Run 1, track usage over the die:
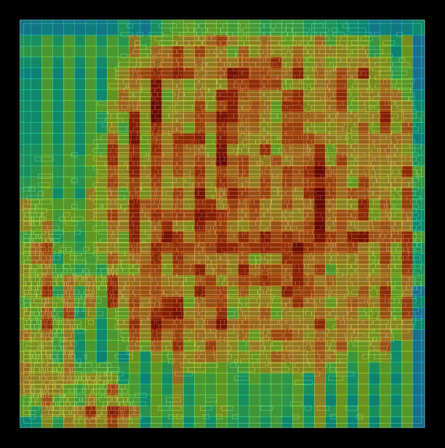
Run 1, metal 2:
Bar = 100 microns.
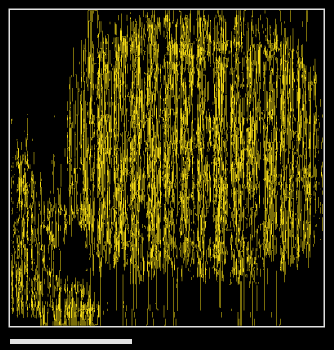
Run 1, gate-type map:
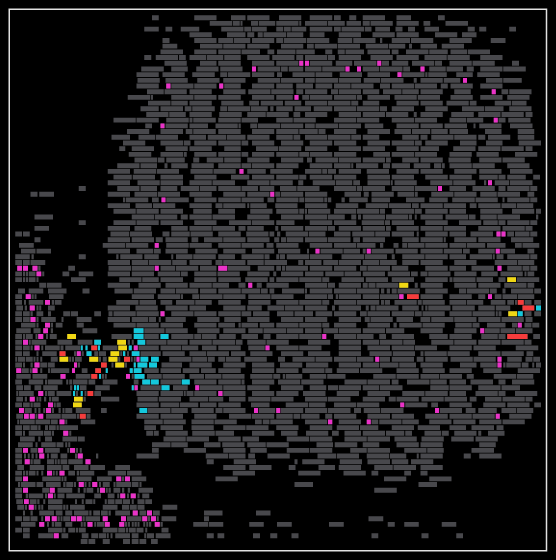
**config.mk**
```make
export PLATFORM = sky130hd
export DESIGN_NAME = des_subkey_sequencer
export DESIGN_NICKNAME = d
export VERILOG_FILES = /design/src/rtl/des_pkg.sv /design/src/rtl/des_subkey_ram.sv /design/src/rtl/des_subkey_sequencer.sv
export SDC_FILE = /design/constraint.sdc
export NUM_CORES = 1
export LEC_CHECK = 0
export ABC_AREA = 0
export CAP_MARGIN = 5
export CORE_AREA = 2 2 254 256
export DETAILED_ROUTE_END_ITERATION = 12
export DIE_AREA = 0 0 256 258
export GPL_ROUTABILITY_DRIVEN = 0
export GPL_TIMING_DRIVEN = 0
export PLACE_DENSITY = 0.82
export SYNTH_ARGS = -nofsm -noshare
export SYNTH_HDL_FRONTEND = slang
export SYNTH_SLANG_ARGS = --single-unit
```
**constraint.sdc**
```tcl
create_clock -name clk -period 3.8 [get_ports clk]
set_input_delay 0.95 -clock clk [delete_from_list [all_inputs] [get_ports clk]]
set_output_delay 0.95 -clock clk [all_outputs]
set_load 0.005 [all_outputs]
```
**src/rtl/des_pkg.sv**
```systemverilog
// des_pkg: shared types and widths for the DES subkey sequencer.
package des_pkg;
  localparam int DES_ROUNDS = 16;
  localparam int SUBKEY_W   = 48;
  localparam int KEY_W      = 64;
  typedef enum logic [1:0] {IDLE, ISSUE, CAPTURE, READY} seqState_t;
endpackage

```
**src/rtl/des_subkey_ram.sv**
```systemverilog
// des_subkey_ram: 16 x 48 round-key register file with a registered, gated read port.
module des_subkey_ram
  import des_pkg::*;
(
  input  logic                clk,
  input  logic                rst_n,
  input  logic                we,
  input  logic [3:0]          waddr,
  input  logic [SUBKEY_W-1:0] wdata,
  input  logic                re,
  input  logic [3:0]          raddr,
  output logic [SUBKEY_W-1:0] rdata,
  output logic                rvalid
);
  logic [SUBKEY_W-1:0] mem [DES_ROUNDS];
  always_ff @(posedge clk)
    if (we) mem[waddr] <= wdata;
  // Contents are never cleared; a gated read returns zero instead.
  always_ff @(posedge clk)
    if (!rst_n) begin
      rdata  <= '0;
      rvalid <= 1'b0;
    end else begin
      rvalid <= re;
      rdata  <= re ? mem[raddr] : '0;
    end
endmodule

```
**src/rtl/des_subkey_sequencer.sv**
```systemverilog
// des_subkey_sequencer: drives an external subkey generator to fill a 16-entry round-key table,
// then serves encrypt/decrypt-ordered reads. Define DES_SUBKEY_PARITY_CHK_EN for the key odd-parity check.
module des_subkey_sequencer
  import des_pkg::*;
#(
  parameter int GEN_LATENCY = 5
) (
  input  logic              clk,
  input  logic              rst_n,
  input  logic              key_valid,
  input  logic [1:KEY_W]    key_in,
  output logic              key_ready,
  output logic              gen_start,
  output logic [5:0]        gen_keyid,
  output logic [1:KEY_W]    gen_key,
  input  logic [1:SUBKEY_W] gen_branchkey,
  input  logic              decrypt,
  input  logic [4:0]        rd_idx,
  output logic [SUBKEY_W-1:0] rd_key,
  output logic              rd_valid,
  output logic              table_ready,
  output logic              parity_err
);
  seqState_t state, nextState;
  logic [4:0] counter;
  logic [3:0] latCnt;
  logic [4:0] rdSel;
  logic accept, latDone, lastRound, rdInRange;
  assign accept    = key_valid && key_ready;
  assign latDone   = latCnt == 4'(GEN_LATENCY - 1);
  assign lastRound = counter == 5'(DES_ROUNDS);
  assign gen_keyid = {1'b0, counter};
  assign rdInRange = rd_idx >= 5'd1 && rd_idx <= 5'(DES_ROUNDS);
  assign rdSel     = decrypt ? 5'(DES_ROUNDS + 1) - rd_idx : rd_idx;
  always_ff @(posedge clk)
    if (!rst_n) state <= IDLE;
    else state <= nextState;
  always_comb begin
    nextState = state;
    if (accept) nextState = ISSUE;
    else if (state == ISSUE && latDone) nextState = CAPTURE;
    else if (state == CAPTURE) nextState = lastRound ? READY : ISSUE;
  end
  always_comb begin
    key_ready = state == IDLE || state == READY;
    gen_start = state == ISSUE || state == CAPTURE;
  end
  always_ff @(posedge clk)
    if (!rst_n) begin
      counter     <= 5'd1;
      latCnt      <= '0;
      gen_key     <= '0;
      table_ready <= 1'b0;
    end else if (accept) begin
      counter     <= 5'd1;
      latCnt      <= '0;
      gen_key     <= key_in;
      table_ready <= 1'b0;
    end else if (state == ISSUE) begin
      latCnt <= latDone ? '0 : latCnt + 4'd1;
    end else if (state == CAPTURE) begin
      if (lastRound) table_ready <= 1'b1;
      else counter <= counter + 5'd1;
    end
`ifdef DES_SUBKEY_PARITY_CHK_EN
  logic parityBad;
  always_comb begin
    parityBad = 1'b0;
    for (int b = 0; b < 8; b++) parityBad = parityBad | ~^key_in[8*b+1 +: 8];
  end
  always_ff @(posedge clk)
    if (!rst_n) parity_err <= 1'b0;
    else if (accept) parity_err <= parityBad;
`else
  assign parity_err = 1'b0;
`endif
  des_subkey_ram ram (
    .clk    (clk),
    .rst_n  (rst_n),
    .we     (state == CAPTURE),
    .waddr  (4'(counter - 5'd1)),
    .wdata  (gen_branchkey),
    .re     (table_ready && rdInRange),
    .raddr  (4'(rdSel - 5'd1)),
    .rdata  (rd_key),
    .rvalid (rd_valid)
  );
endmodule

```
==> changes_impl.md, run 1 <==
### Changed

* CTS Buf Count at 87
* Metal3 WL at between 8000 and 9000 microns
* Port-buffer cells at 241
* Drt drc at 0
* Critical path's largest stage delay at 0.59 ns
* R2R depth at 7
* Antenna Nets Post-Route at 0
* Synth warnings at 0
* Synth top area cells: edfxtp_1 69%, mux4_2 13%, dfxtp_1 7.5%
* Slowest stage cell, crit path: clkdlybuf4s50_1
* CP Max Fanout at 10
* Iteration-0 DRC Markers at roughly 1.9k
* Yosys Instances at 1618
* Total gr overflow at 0
* Pwr Total at ~0.021 W
* CTS tree: yes
* Cell area after synthesis at 33230 sq um
* Unrepaired setup endpoints after global routing: false
* Initial antenna violation count at 7
* Cell Pwr Density at 516.3 nW/um^2
* Instance area at placement at 37570 sq um
* Cells after Synth at roughly 1.6k
* Yosys stat area at about 33000 sq um
* CP arrival at about 4.2 ns
* Worst Setup End Kind: register
* Vias in the first global route at 18.36k
* Share of the synthesized area in the top cell type at 0.6941
* Share of layout cells above drive strength 1 at 0.2109
* FP Rows at 93
* Clk ins delay skew pair at 0.64 ns
* Top delay family on crit path: buffers and inverters
* Area grow syn2layout at 21.92%
* Chip area at around 66000 sq um
* Hold Crit Depth at 2
* Cell Type Count at 33
* Crit path kind: in -> reg
* Top cells by count, synth: 768 x edfxtp_1, 192 x mux4_2, 139 x nand2_1
* Startpoint types: primary input
* Post-CTS setup buffer count at 0
* Clock-pin slew on the worst setup and hold paths at 0.06 ns
* Initial Util at 0.5220
* Met2 wire len at 40260 microns
* Hold_ws at about 0.46 ns
* Status: finished, final reports clean
* Instance count on the critical path at 10
* Dominant flop cell: edfxtp_1
* Worst-Margin Slew at ~1.0 ns
* Leakage at around 13 nW
* Sink count of the clock tree at 893
* CP Buf/Inv Count at 5
* Clock buffer depth at 3
* Sequential element share of the synthesized area at 0.7694
* Vias per cell at roughly 6.0
* Critical path required time at 4.26 ns
* Via count at 17.54k
* Count leader, synth: edfxtp_1
* I/O pin total at 244
* Largest net degree at the start of global routing at 26
* Fin Setup TNS at 0 ns
* WL met1 at 29130 microns
* Non-Filler Cell Area, Final at 40510 sq um
* # H-tree levels at 3
* Die H at 258 microns
* Post-synth EDFFs at 768
* Slew Viols, Final at 0
* DP Cell Count at ~2.7k
* Pre-CTS setup slack at -1.493 ns
* Global-route wire length before repair at 117800 microns
* Final period utilization at 0.9815
* Total track usage at 0.2441
* Die X-Extent at between 200 and 300 microns
* Cell mode on critical path: buf_4
* Top Layer Used: met5
* Post-Route WL at 80200 microns
* HP Class: reg -> reg
* Layout net count at 2115
* Final worst slack at about 0.070 ns
* Root buf cell: clkbuf_16
* Synth area leader: edfxtp_1
* Maximum clock frequency at ~0.27 GHz
* Async set-reset flop share out of synthesis at 0
* Cts hold-fix bufs at 0
* Post-DP HPWL at 48180 microns
* Ys flops at 893
* Setup Skew at 0.02860 ns
* Worst rel slew slack at 0.3049
* Minimum clock period at 3.730 ns
* Core box area at 63650 sq um
* Finished Layout Cells at around 2.9k
* Drt pass-1 iters at 7
* Setup violations, final at 0
* Max-cap viol count at 0
* Syn_area_per_cell at 20.54 sq um
* Tool warnings at 34
* Peak VDD IR at ~0.36 mV
* CP cell instances: clkdlybuf4s50_1 > xnor2_4 > buf_4 > buf_4 > ha_1 > buf_2 > clkbuf_2 > mux4_2 > mux2i_1 > o22ai_1
* Hold Fails Final Rpt at 0
-- 'track usage over the die' (at the start) --
final design utilization: 0.6365
wire length per cell: 27.52 microns
GR Layer Usage met2: 0.4087

-- 'metal 2' (at the start) --
nets with wire on the layer: 1959
share of all routed wire: 50%
wire length on this layer: 40.3 mm
main direction: vertical
longest straight run: 87.0 microns

-- 'gate-type map' (at the start) --
| colour | family | cells |
|---|---|---|
| red | xor and xnor cells | 12 |
| yellow | fa/ha/maj cells | 13 |
| cyan | nor cells | 34 |
| magenta | aoi and oai cells | 121 |

==> run 1: worst paths after layout <==
kind,to,slack [ns],from
setup / recovery,ram.rdata[3]$_SDFF_PN0_,0.07,rd_idx[0]
hold / removal,gen_key[18]$_SDFFE_PN0P_,0.46,gen_key[18]$_SDFFE_PN0P_
setup reg to reg,ram.mem[11][37]$_DFFE_PP_,0.91,counter[0]$_SDFFE_PP1P_
hold reg to reg,gen_key[18]$_SDFFE_PN0P_,0.46,gen_key[18]$_SDFFE_PN0P_
==> run 1: per-layer routing <==
layer | GRT usage | vias to the layer above
met5 | 0 | -
met4 | 0.09162 | 6
met3 | 0.07008 | 178
met2 | 0.4087 | 1090
met1 | 0.3051 | 9004
li1 | - | 7263
==> run 1: final cells by class <==
class | instances | area (sq um)
Inverter | 11 | 41.29
Multi-Input combinational cell | 625 | 7355
Fill cell | 4088 | 23140
Sequential cell | 893 | 25560
Clock buffer | 123 | 2475
Timing Repair Buffer | 273 | 3151
Tap cell | 855 | 1070
Antenna cell | 6 | 15.01
Clock inverter | 38 | 331.6
Buffer | 90 | 509.2
==> run 1: state kept, by name, summed over array words and instances (netlist names) <==
name	count
ram.mem	768
state	2
counter	5
ram.rdata	48
table_ready	1
ram.rvalid	1
gen_key	64
latCnt	4
==> run 1: cells in the final DEF, fill, tap and decap left out, types with 3 or more instances in the layout <==
cell type and count:
edfxtp_1 768, clkdlybuf4s50_1 241, mux4_2 192, nand2_1 139
dfxtp_1 125, mux2i_1 100, clkbuf_16 89, a21boi_0 65
clkbuf_1 48, o22ai_1 47, buf_4 23, buf_12 19
clkinv_2 15, clkbuf_4 13, ha_1 13, buf_16 13
buf_2 12, nor2_1 12, nor2_4 12, clkbuf_8 12
clkbuf_2 11, inv_1 11, clkinv_1 10, diode_2 6
xor2_1 5, buf_1 4, xnor2_1 4, a31oi_1 4
nor2b_4 4, nor3b_1 3, nand4_1 3, clkinv_8 3
bufinv_16 3
==> run 1: report_power, final <==
group / total, W / internal, W / switching, W
combinational: 0.00178 / 0.000857 / 0.000925
clock: 0.00844 / 0.00477 / 0.00366
sequential: 0.0107 / 0.0107 / 0.0000257
total: 0.0209 / 0.0163 / 0.00462
==> run 1: timing repair <==
action                     in CTS  in global routing
setup endpoints to repair      48                 46
resized                        33                 30
hold endpoints to repair        0                  0
==> run 1: worst reg2reg max path, cell delays in order, from the launching register on <==
cell and delay (ns):
dfxtp_1 0.50, inv_1 0.14, ha_1 0.21, clkbuf_1 0.17, a31oi_1 0.82, nor2_4 0.30, buf_16 0.27, buf_12 0.18
==> run 1: cells by family (layout without fill, tap and decap cells) <==
family / after synthesis / in the layout / share of synthesized area
flip-flops: 893 / 893 / 0.7694
buffers and inverters: 101 / 535 / 0.01423
AND/OR/NAND/NOR: 184 / 184 / 0.02259
other: 1 / 8 / 0.0001129
adder cells (fa/ha/maj): 13 / 13 / 0.004895
AND-OR/OR-AND: 122 / 122 / 0.02538
multiplexers: 292 / 292 / 0.1603
XOR/XNOR: 12 / 12 / 0.003163
Run 1, sequential cells grouped by signal name:
Bar = 100 microns. Other sequential cells in the stronger grey, the rest of the logic in the fainter grey.
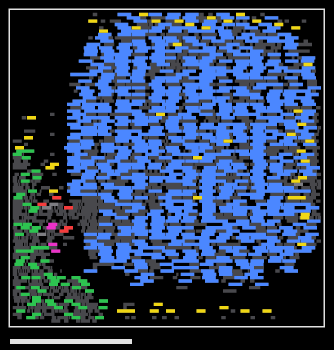

==> run 1 -> run 2 <==
--- a/config.mk
+++ b/config.mk
@@ -6,7 +6,7 @@
 export NUM_CORES = 1
 export LEC_CHECK = 0
 export ABC_AREA = 0
-export CAP_MARGIN = 5
+export CAP_MARGIN = 10
 export CORE_AREA = 2 2 254 256
 export DETAILED_ROUTE_END_ITERATION = 12
 export DIE_AREA = 0 0 256 258
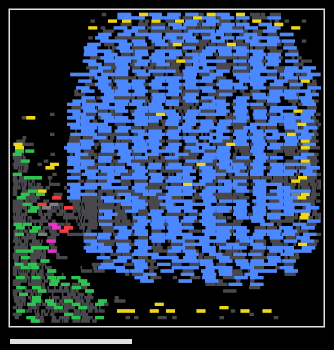
Run 2: sequential cells grouped by signal name
Bar = 100 microns. Other sequential cells in the stronger grey, the rest of the logic in the fainter grey.
| colour | netlist name | placed flops |
|---|---|---|
| blue | `ram.mem` | 768 |
| magenta | `latCnt` | 4 |
| green | `gen_key` | 64 |
| yellow | `ram.rdata` | 48 |
| red | `counter` | 5 |
not coloured: 4

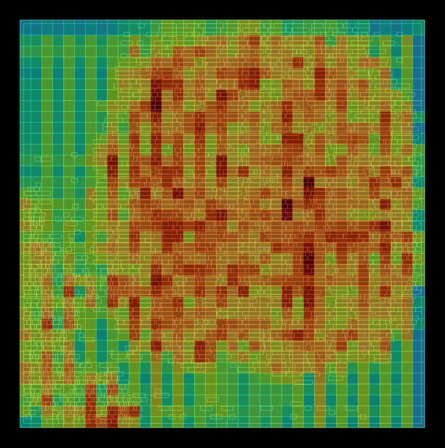
Run 2: track usage over the die
wire length per cell: 27.94 microns
final design utilization: 0.6364
total track usage: 0.2474

==> changes_impl.md, run 2 <==
### Changed

* WL met1 at 29150 microns (about the same)
* Unrepaired setup endpoints after global routing: false
* Layout net count at 2117 (+0.095%)
* Fin Setup TNS at 0 ns (unchanged)
* Root buf cell: clkbuf_16
* Area grow syn2layout at 21.90% (about the same)
* Slew Viols, Final at 0 (unchanged)
* Top cells by count, synth: 768 x edfxtp_1, 192 x mux4_2, 139 x nand2_1
* Non-Filler Cell Area, Final at 40500 sq um (about the same)
* Critical path required time at 4.28 ns (+0.02 ns)
* I/O pin total at 244 (unchanged)
* Chip area at 66050 sq um (unchanged)
* Instance area at placement at 37570 sq um (unchanged)
* Post-Route WL at 81470 microns (+1.6%)
* Cell area after synthesis at 33230 sq um (unchanged)
* Vias per cell at 6.048 (+0.48%)
* Minimum clock period at 3.682 ns (-0.04817 ns)
* Die X-Extent at 256 microns (unchanged)
* Top Layer Used: met5
* FP Rows at 93 (unchanged)
* Metal3 WL at 8221 microns (-2.5%)
* Status: finished, final reports clean
* Total gr overflow at 0 (unchanged)
* Most flops, register: ram.mem
* Share of layout cells above drive strength 1 at 0.2118 (+0.0008424)
* Cell Type Count at 33 (unchanged)
* Finished Layout Cells at 2916 (+0.069%)
* Die H at 258 microns (unchanged)
* Share of the synthesized area in the top cell type at 0.6941 (unchanged)
* Clock-pin slew on the worst setup and hold paths at 0.06 ns (about the same)
* Peak VDD IR at 0.3582 mV (-1.2%)
* Post-DP HPWL at 48220 microns (about the same)
* Dominant flop cell: edfxtp_1
* Pre-CTS setup slack at -1.491 ns (+0.001490 ns)
* Maximum clock frequency at 0.2716 GHz (+1.3%)
* Yosys Instances at 1618 (unchanged)
* Sequential Area at 25560 sq um (unchanged)
* Dominant logic cell type in the layout: edfxtp_1
* CTS Buf Count at 89 (+2.3%)
* Drt pass-1 iters at 7 (unchanged)
* Worst Setup End Kind: register
* Vias in the first global route at 18.50k (+0.78%)
* Max-cap viol count at 0 (unchanged)
* Cell Pwr Density at 518.1 nW/um^2 (+0.34%)
* Tool warnings at 34 (unchanged)
* Antenna Nets Post-Route at 0 (unchanged)
* Hold Fails Final Rpt at 0 (unchanged)
* CP Max Fanout at 10 (unchanged)
* Worst-Margin Slew at 1.025 ns (-0.01269 ns)
* Clk ins delay skew pair at 0.66 ns (+0.02 ns)
* Synth warnings at 0 (unchanged)
* Async set-reset flop share out of synthesis at 0 (unchanged)
* Met2 wire len at 42080 microns (+4.5%)
* Largest net degree at the start of global routing at 26 (unchanged)
* Count leader, synth: edfxtp_1
* Core box area at 63650 sq um (unchanged)
* Leakage at 13.26 nW (-0.15%)
* Post-synth EDFFs at 768 (unchanged)
* Clock buffer depth at 3 (unchanged)
* Synth top area cells: edfxtp_1 69%, mux4_2 13%, dfxtp_1 7.5%
* CP arrival at 4.16 ns (-0.03 ns)
* Port-buffer cells at 241 (unchanged)
* Post-CTS setup buffer count at 0 (unchanged)
* Initial Util at 0.5220 (unchanged)
* Iteration-0 DRC Markers at 1992 (+2.7%)
* Via count at 17.64k (+0.55%)
* Largest registers: ram.mem (768), gen_key (64), ram.rdata (48)
* CTS tree: yes
* Sink count of the clock tree at 893 (unchanged)
* Startpoint types: primary input
* Fillers at 4073 (-0.37%)
* Sequential element share of the synthesized area at 0.7694 (unchanged)
* Worst rel slew slack at 0.3134 (+0.008498)
* Final period utilization at 0.9688 (-0.01268)
* Setup Skew at 0.02615 ns (-0.002453 ns)
* Setup violations, final at 0 (unchanged)
* Crit path kind: in -> reg
* # H-tree levels at 3 (unchanged)
* Drt drc at 0 (unchanged)
* Logic area at 7343 sq um (-0.15%)
* HP Class: reg -> reg
* Yosys stat area at 33230 sq um (unchanged)
* Syn_area_per_cell at 20.54 sq um (unchanged)
* Ys flops at 893 (unchanged)
* Synth area leader: edfxtp_1
* Max FFs per register at 768 (unchanged)
* Global-route wire length before repair at 119100 microns (+1.1%)
* DP Cell Count at 2747 (unchanged)
* Cells after Synth at 1618 (unchanged)
* Most common logic cells in the final layout: 768 x edfxtp_1, 241 x clkdlybuf4s50_1, 192 x mux4_2
* Initial antenna violation count at 7 (unchanged)
* Final worst slack at 0.1185 ns (+0.04817 ns)
[run 2: cell counts after synthesis]
No cell type changed its count.
[run 2: final cells by class]
type | count | area share
Timing Repair Buffer | 273 | 0.07778
Sequential cell | 893 | 0.6312
Inverter | 11 | 0.001019
Tap cell | 855 | 0.02641
Clock inverter | 49 | 0.01053
Antenna cell | 2 | 0.0001236
Clock buffer | 118 | 0.05916
Buffer | 90 | 0.01251
Multi-Input combinational cell | 625 | 0.1813
[run 2: path summary, 6_finish.rpt]
kind	start	endpoint	slack (ns)	depth (start not counted)
setup / recovery	rd_idx[0]	ram.rdata[0]$_SDFF_PN0_	0.12	10
hold / removal	gen_key[18]$_SDFFE_PN0P_	gen_key[18]$_SDFFE_PN0P_	0.46	2
setup reg to reg	counter[0]$_SDFFE_PP1P_	ram.mem[11][30]$_DFFE_PP_	0.91	7
hold reg to reg	gen_key[18]$_SDFFE_PN0P_	gen_key[18]$_SDFFE_PN0P_	0.46	2
[run 2: routing by layer]
metal  up-vias  global-route usage
met1      9116              0.3043
met3       140             0.06694
met4        12             0.08350
li1       7256                   -
met2      1113              0.4270
met5         -                   0
[run 2: repair_timing]
| action | 4_1_cts | 5_1_grt |
|---|---|---|
| hold buffers | 0 | 0 |
| endpoints found under the hold margin | 0 | 0 |
| gates resized | 35 | 20 |
| setup endpoints to repair | 48 | 38 |
[run 2: critical path: stages]
cell             delay, ns
clkdlybuf4s50_1       0.54
xnor2_2               0.37
buf_4                 0.31
buf_6                 0.25
ha_1                  0.22
clkbuf_2              0.31
buf_2                 0.39
mux4_2                0.37
mux2i_1               0.22
o22ai_1               0.20
[run 2: power by group]
| part | switching [W] | leakage, nW | internal, W |
|---|---|---|---|
| registers | 0.0000257 | 7.92 | 0.0107 |
| logic | 0.000926 | 3.98 | 0.000856 |
| clock network | 0.00380 | 1.36 | 0.00471 |
| total | 0.00475 | 13.3 | 0.0162 |
[run 2: logic make-up after synthesis]
kind of cell | share of synthesized area
AND/OR/NAND/NOR | 0.02259
flip-flops | 0.7694
multiplexers | 0.1603
other | 0.0001129
AND-OR/OR-AND | 0.02538
buffers and inverters | 0.01423
XOR/XNOR | 0.003163
adder cells (fa/ha/maj) | 0.004895
[run 2: metrics by stage]
stage	hold WS (ns)	total power, W
after CTS	0.4641	0.02107
after floorplan	0.4600	0.01196
final	0.4586	0.02098
after detailed placement	0.4583	0.01263
after global placement	0.4503	0.01257
after global routing	0.4832	0.02152
==> run 2 -> run 3 <==
--- a/config.mk
+++ b/config.mk
@@ -13,6 +13,7 @@
 export GPL_ROUTABILITY_DRIVEN = 0
 export GPL_TIMING_DRIVEN = 0
 export PLACE_DENSITY = 0.82
+export SETUP_SLACK_MARGIN = 0.02
 export SYNTH_ARGS = -nofsm -noshare
 export SYNTH_HDL_FRONTEND = slang
 export SYNTH_SLANG_ARGS = --single-unit
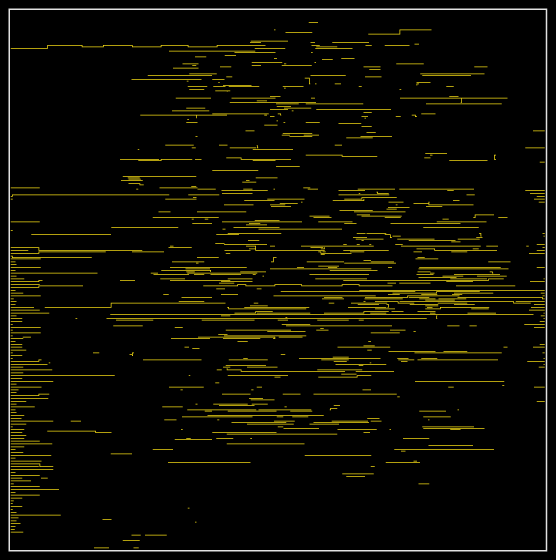
Run 3: metal 3
nets with wire on the layer: 416
wire length on this layer: 8350 microns
main direction: horizontal

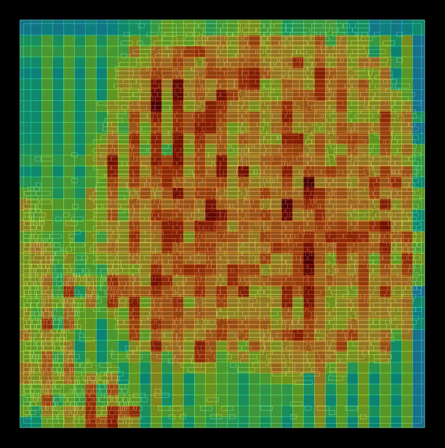
Run 3: track usage over the die
wire length per cell: 27.95 microns
GR Util met3: 0.06753

==> changes_impl.md, run 3 <==
### Changed

* Status: finished, final reports clean
* Cell area after synthesis at 33230 sq um (unchanged)
* Max FFs per register at 768 (unchanged)
* Root buf cell: clkbuf_16
* Die H at 258 microns (unchanged)
* Simple Share, Synth at 0.02259 (unchanged)
* Largest registers: ram.mem (768), gen_key (64), ram.rdata (48)
* Die X-Extent at 256 microns (unchanged)
* CTS tree: yes
* Cts hold-fix bufs at 0 (unchanged)
* Vias in the first global route at 18.51k (+0.070%)
* Vias per cell at 6.051 (about the same)
* Sequential element share of the synthesized area at 0.7694 (unchanged)
* Synth area leader: edfxtp_1
* Mux share of post-synthesis cell area at 0.1603 (unchanged)
* Post-Route WL at 81500 microns (about the same)
* Yosys Instances at 1618 (unchanged)
* Worst rel slew slack at 0.3134 (about the same)
* Dominant flop cell: edfxtp_1
* Total gr overflow at 0 (unchanged)
* Dominant logic cell type in the layout: edfxtp_1
* Worst-Margin Slew at 1.025 ns (+0.00005651 ns)
* CP Buf/Inv Count at 4 (-1)
* Initial Util at 0.5220 (unchanged)
* Top cells by count, synth: 768 x edfxtp_1, 192 x mux4_2, 139 x nand2_1
* Minimum clock period at 3.662 ns (-0.01976 ns)
* Area grow syn2layout at 21.90% (about the same)
* Tool warnings at 34 (unchanged)
* Most flops, register: ram.mem
* CP cell instances: clkdlybuf4s50_1 > inv_1 > ha_1 > nor3b_1 > xnor2_2 > and3_1 > nand2b_1 > buf_2 > clkbuf_2 > o22ai_1
* DP Cell Count at 2747 (unchanged)
* Post-DP HPWL at 48220 microns (unchanged)
* FP Rows at 93 (unchanged)
* Yosys stat area at 33230 sq um (unchanged)
* Synth top area cells: edfxtp_1 69%, mux4_2 13%, dfxtp_1 7.5%
* Maximum clock frequency at 0.2731 GHz (+0.54%)
* CTS Buf Count at 89 (unchanged)
* Final period utilization at 0.9636 (-0.005200)
* CP arrival at 4.17 ns (about the same)
* Startpoint types: primary input
* Synth warnings at 0 (unchanged)
* Layout net count at 2117 (unchanged)
* Worst Setup End Kind: register
* Clock-pin slew on the worst setup and hold paths at 0.06 ns (about the same)
* CP Max Fanout at 10 (unchanged)
* Fin Setup TNS at 0 ns (unchanged)
* Complex Gates by Area at 0.02538 (unchanged)
* Slew Viols, Final at 0 (unchanged)
* Hold Fails Final Rpt at 0 (unchanged)
* Share of the synthesized area in the top cell type at 0.6941 (unchanged)
* Count leader, synth: edfxtp_1
* Adders+Majority by Area at 0.004895 (unchanged)
* Peak VDD IR at 0.3582 mV (about the same)
* Largest net degree at the start of global routing at 26 (unchanged)
* Cells after Synth at 1618 (unchanged)
* Antenna Nets Post-Route at 0 (unchanged)
* Initial antenna violation count at 7 (unchanged)
* Global-route wire length before repair at 119100 microns (about the same)
* Reg2Reg Launch Point: counter[0]$_SDFFE_PP1P_
* Port-buffer cells at 241 (unchanged)
* Unrepaired setup endpoints after global routing: false
* Slowest stage cell, crit path: and3_1
* Hold_ws at 0.4586 ns (+0.00001400 ns)
* Async set-reset flop share out of synthesis at 0 (unchanged)
* Leakage at 13.26 nW (about the same)
* Critical path's largest stage delay at 0.51 ns (-0.03 ns)
* Setup Skew at 0.02755 ns (+0.001401 ns)
* Clock buffer depth at 3 (unchanged)
* Critical path required time at 4.31 ns (+0.03 ns)
* Final design utilization at 0.6364 (about the same)
* Final worst slack at 0.1382 ns (+0.01976 ns)
* XOR Share, Synth at 0.003163 (unchanged)
* Cell Pwr Density at 518.0 nW/um^2 (about the same)
* Hold Startpoint: gen_key[18]$_SDFFE_PN0P_
* Clk ins delay skew pair at 0.66 ns (about the same)
* Logic family by area: multiplexers
* Setup violations, final at 0 (unchanged)
* Drt drc at 0 (unchanged)
* Most common logic cells in the final layout: 768 x edfxtp_1, 241 x clkdlybuf4s50_1, 192 x mux4_2
* HP Class: reg -> reg
* Via count at 17.65k (+0.045%)
* Pre-CTS setup slack at -1.491 ns (unchanged)
* Chip area at 66050 sq um (unchanged)
* Finished Layout Cells at 2916 (unchanged)
* Iteration-0 DRC Markers at 1860 (-6.6%)
* Post-synth EDFFs at 768 (unchanged)
* Syn_area_per_cell at 20.54 sq um (unchanged)
* Cell Type Count at 33 (unchanged)
==> run 3: cell count changes in the layout (fill, tap and decap cells not counted), sizes merged <==
| cell | delta |
|---|---|
| buf | -2 |
| clkbuf | +2 |
==> run 3: area by class of cell <==
type	instances	area, sq um	area share
Inverter	11	41.29	0.001019
Tap cell	855	1070	0.02641
Clock inverter	49	426.7	0.01053
Sequential cell	893	25560	0.6311
Multi-Input combinational cell	625	7343	0.1813
Antenna cell	2	5.005	0.0001236
Buffer	90	509.2	0.01257
Timing Repair Buffer	273	3151	0.07778
Clock buffer	118	2396	0.05915
==> run 3: logic make-up after synthesis <==
logic type                 Yosys count
DFF                                893
muxes                              292
and+or+nand+nor                    184
AOI/OAI and AO/OA                  122
buffers and inverters              101
adders and majority gates           13
xor gates and xnor gates            12
other                                1
==> run 3: timing repair <==
item | 4_1_cts | 5_1_grt
endpoints found under the setup margin | 48 | 40
pin swaps | 0 | 1
buffers inserted | 0 | 0
resized | 37 | 16
==> run 3: per-stage QoR <==
stage | instance area (sq um) | power, W
2_1_floorplan | 33240 | 0.01196
3_3_place_gp | 36720 | 0.01257
3_5_place_dp | 37570 | 0.01263
4_1_cts | 40480 | 0.02107
5_1_grt | 40500 | 0.02152
6_report | 40510 | 0.02098
==> run 3: power breakdown <==
group          total, W  internal [W]  switching, W  leakage [nW]
Clock           0.00850       0.00471       0.00380          1.36
Sequential       0.0107        0.0107     0.0000258          7.92
Combinational   0.00178      0.000856      0.000924          3.98
==> run 3: worst min-delay path: cells and delay by family, from the launching register on <==
family	cells	cell delay, ns
flip-flops	1	0.30
AND-OR/OR-AND	1	0.06
AND/OR/NAND/NOR	1	0.04
==> run 3: layer usage <==
| metal | GRT usage | wire length [microns] |
|---|---|---|
| met1 | 0.3040 | 29110 |
| met2 | 0.4263 | 41930 |
| met3 | 0.06753 | 8350 |
| met4 | 0.08480 | 2035 |
| met5 | 0 | 71 |
==> run 3: final timing paths <==
| kind | depth (start not counted) | to | slack [ns] |
|---|---|---|---|
| max | 10 | ram.rdata[4]$_SDFF_PN0_ | 0.14 |
| min | 2 | gen_key[18]$_SDFFE_PN0P_ | 0.46 |
| max reg2reg | 7 | ram.mem[11][30]$_DFFE_PP_ | 0.91 |
| min reg2reg | 2 | gen_key[18]$_SDFFE_PN0P_ | 0.46 |
Power and IR drop assume default switching activity.
